Figure 1. Sequential cells coloured by netlist name.
Bar = 20 um.
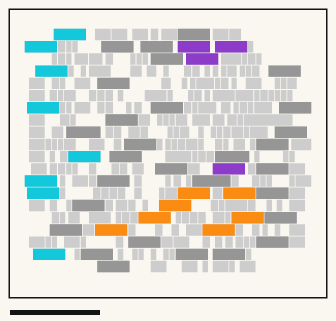
Figure 2. Cells by drive strength.
Bar = 20 um.
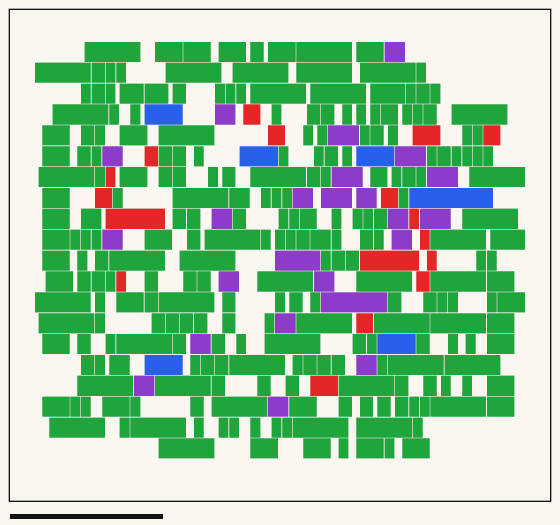
Figure 3. Routing congestion map.
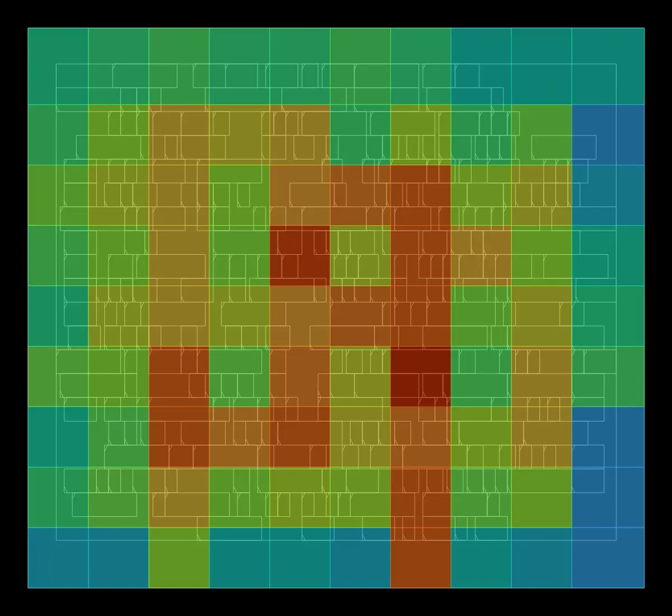
Figure 4. Cells coloured by class.
Bar = 20 um.
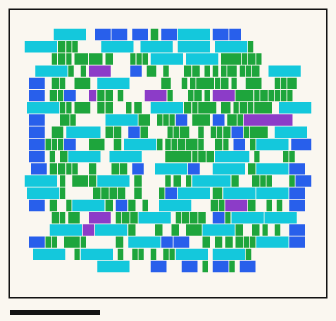
Figure 5. Selected gate families.
Bar = 20 um.
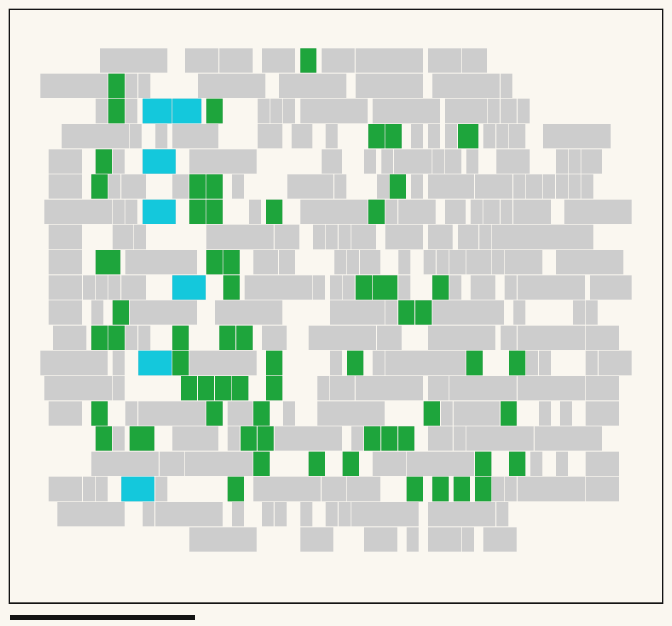
==> config.mk <==
export PLATFORM = sky130hd
export DESIGN_NAME = spi_slave_duplex
export DESIGN_NICKNAME = d
export VERILOG_FILES = /design/src/rtl/spi_slave_duplex.sv
export SDC_FILE = /design/constraint.sdc
export NUM_CORES = 1
export LEC_CHECK = 0
export ABC_AREA = 1
export CAP_MARGIN = 20
export CORE_ASPECT_RATIO = 0.9
export CORE_MARGIN = 3
export CORE_UTILIZATION = 53
export CTS_BUF_LIST = sky130_fd_sc_hd__clkbuf_4 sky130_fd_sc_hd__clkbuf_8 sky130_fd_sc_hd__clkbuf_16
export CTS_CLUSTER_DIAMETER = 120
export DETAILED_ROUTE_END_ITERATION = 12
export MAX_ROUTING_LAYER = met4
export PLACE_DENSITY = 0.78
export SYNTH_ARGS = -nofsm -noshare
export SYNTH_HDL_FRONTEND = slang
export SYNTH_SLANG_ARGS = --single-unit
==> constraint.sdc <==
create_clock -name clk -period 1.7 [get_ports clk]
set_input_delay 0.34 -clock clk [delete_from_list [all_inputs] [get_ports clk]]
set_output_delay 0.34 -clock clk [all_outputs]
set_load 0.005 [all_outputs]
==> results.cfg <==
; yosys + openroad results
[run_status]
status = completed

[yosys]
yosysWarningCount = 0
synth.avg_cell_area_um2 = 7.783
yosys_area_um2 = 1977
edf_count = 0
syn-instance-count = 254
top_cells_by_area = dfxtp_1 (49%), nand2_1 (8.7%), a21oi_1 (7.8%)
fp_nets = 269
synth_cell_type_count = 31
async_flop_share_pct = 0
synth_area_um2 = 1977
ys_cells = 254
top_cell_area_share_pct = 48.61
synth.most_common_cell = dfxtp_1
synthTopCellsByCount = dfxtp_1 (48), nand2_1 (46), a21oi_1 (31), nor2_1 (30), inv_1 (23)
ff_type = dfxtp_1

[global_route]
grt_pass1_vias = 1589
grtUsageMet2_pct = 32.94
grt_overflow_total = 0
grt_max_degree = 30
grt_pass1_wl_mm = 7.044
use_met3_pct = 5.660
grt_use_met1_pct = 24.63

[floorplan]
fp_util_pct = 56.83
pin_count = 27
die_w_um = 70.38
die_h_um = 63.94

[critical_path]
cp-start-kind = flip-flop
path_max_fanout = 8
r2r_slack_ns = 0.11
worstPathRequired_ns = 1.36
r2r_cells = 11
critPathArrivalTime_ns = 1.26

[cts]
clock_path_buffers = 2
clock-sinks = 48
insertion_delay_ns = 0.30
root_buffer = clkbuf_8
numCtsBuffers = 5
htreeDepth = 2
clk_pin_slew_ns = 0.08

[final_timing]
hold_viol_final = 0
fin_crit_sh_pct = 94.40
worst_pin_slew_ns = 0.5680
rsz0062_at_grt = no
fin_tns_setup_ns = 0
max_freq_mhz = 623.1
maxSlewViolCount = 0
slew_headroom_pct = 61.84
period_needed_ns = 1.605
finalSetupViolations = 0
skew_ns = 0.003908

[hold_path]
holdPathStages = 2

[cells_and_area]
nets = 310
n_antenna_cell = 0
n_fill_cell = 279
logic_area_um2 = 882.1
drive_above_1_share_pct = 15.88

[drt]
vias = 1722
dr.pass1.iters = 4
drt_iter0_drc = 137
route.detailed.drc = 0

[placement]
port_buffers = 26
dp_hpwl_mm = 2.948
routabilityCongestion = 0.7618

[power]
max-vdd-ir-drop_mv = 0.5759
p_leak_uw = 0.001048
Notes on Figure 1 above:
`bit_cnt_q` -> purple  # sequential cells 4
`shift_rx_q` -> orange  # sequential cells 7
`txbuf_q` -> cyan  # sequential cells 8
register area: 967.2 um2
Sequential Power: 1200 uW
flop share of the area: 38.73%
end-of-flow core utilization: 71.80%

Notes on Figure 2 above:
drive 2 -> red  # cells 17, share 5.7%
drive 3 to 4 -> purple  # cells 24, share 8.1%
drive 1 or less -> green  # cells 249, share 84%
drive 6 and up -> blue  # cells 6, share 2.0%
Layout area overhead: 26.33%
Final WS setup: 0.09524 ns
final instance area: 2497 um2
Non-clock buffers: 41

Notes on Figure 3 above:
gr usage total: 20.03%
GRT busiest layer: met2

Notes on Figure 4 above:
clock drivers and dummy loads -> purple  # cells 8
other buffers and delay cells -> blue  # cells 41
flip-flops -> cyan  # cells 48
all other logic -> green  # cells 199
area of the core: 3478 um2
Row Count: 20

Notes on Figure 5 above:
inverting AOI/OAI gates -> green  # cells 63, most used a21oi_1
AND-OR and OR-AND gates -> cyan  # cells 7, most used a221o_1
non-filler cells, final: 340
Commonest Layout Cell: nand2_1

-- metal layers --
metal  vias up  share of wire (%)
met5         -                  0
met4         0               0.78
met2        39                 49
met1       762                 46
met3         5                4.7
li1        916                  -
-- layout by cell type, fill, tap and decap left out, drive strengths merged --
cell type / count
a221o: 5
nand3b: 1
a211oi: 2
nor2: 35
dfxtp: 48
o211ai: 1
inv: 26
a22o: 2
clkbuf: 6
or2: 2
a21oi: 31
a31oi: 1
nand2: 50
nand3: 6
dlymetal6s2s: 1
o21ai: 28
clkdlybuf4s50: 25
buf: 15
bufinv: 1
clkinv: 3
nor3: 4
nand4: 2
ha: 1
-- cells by family after synthesis --
group                    share of synthesized area [%]
AND-OR/OR-AND                                    19.81
adder cells (fa/ha/maj)                         0.6328
buffers and inverters                            7.467
flip-flops                                       48.61
AND/OR/NAND/NOR                                  23.48
-- final cells by class --
cell class	count	share of cell area, %
Tap cell	44	2.204
Clock buffer	6	3.056
Clock inverter	2	1.403
Sequential cell	48	38.73
Multi-Input combinational cell	171	35.32
Timing Repair Buffer	41	15.03
Inverter	28	4.259
-- repair_timing --
item	CTS	global route
resized	5	4
pin swaps	0	2
cloned	0	1
hold buffers	0	0
hold endpoints to repair	0	0
setup endpoints to repair	2	6
buffers inserted	0	2
-- report_power, final --
group          switching, uW  internal (uW)  total [uW]
logic                    117            107         224
registers               28.9           1170        1200
clock network            373            453         826
total                    519           1730        2250
-- stage by stage --
stage	instances	utilization, %	hold WS (ns)	setup WS (ns)
4_1_cts	337	70.90	0.4239	0.005202
6_report	340	71.80	0.4213	0.09524
2_1_floorplan	254	-	0.3905	0.2298
3_5_place_dp	329	67.52	0.4033	0.08869
3_3_place_gp	329	67.52	0.3926	0.1307
5_1_grt	340	71.80	0.4430	0.001562
-- worst max-delay path, cell delays in order, from the launching register on --
cell and delay, ns:
dfxtp_2 0.37, inv_2 0.09, clkdlybuf4s50_1 0.50
Power figures rest on the tool's default switching activity, not on a simulated workload.
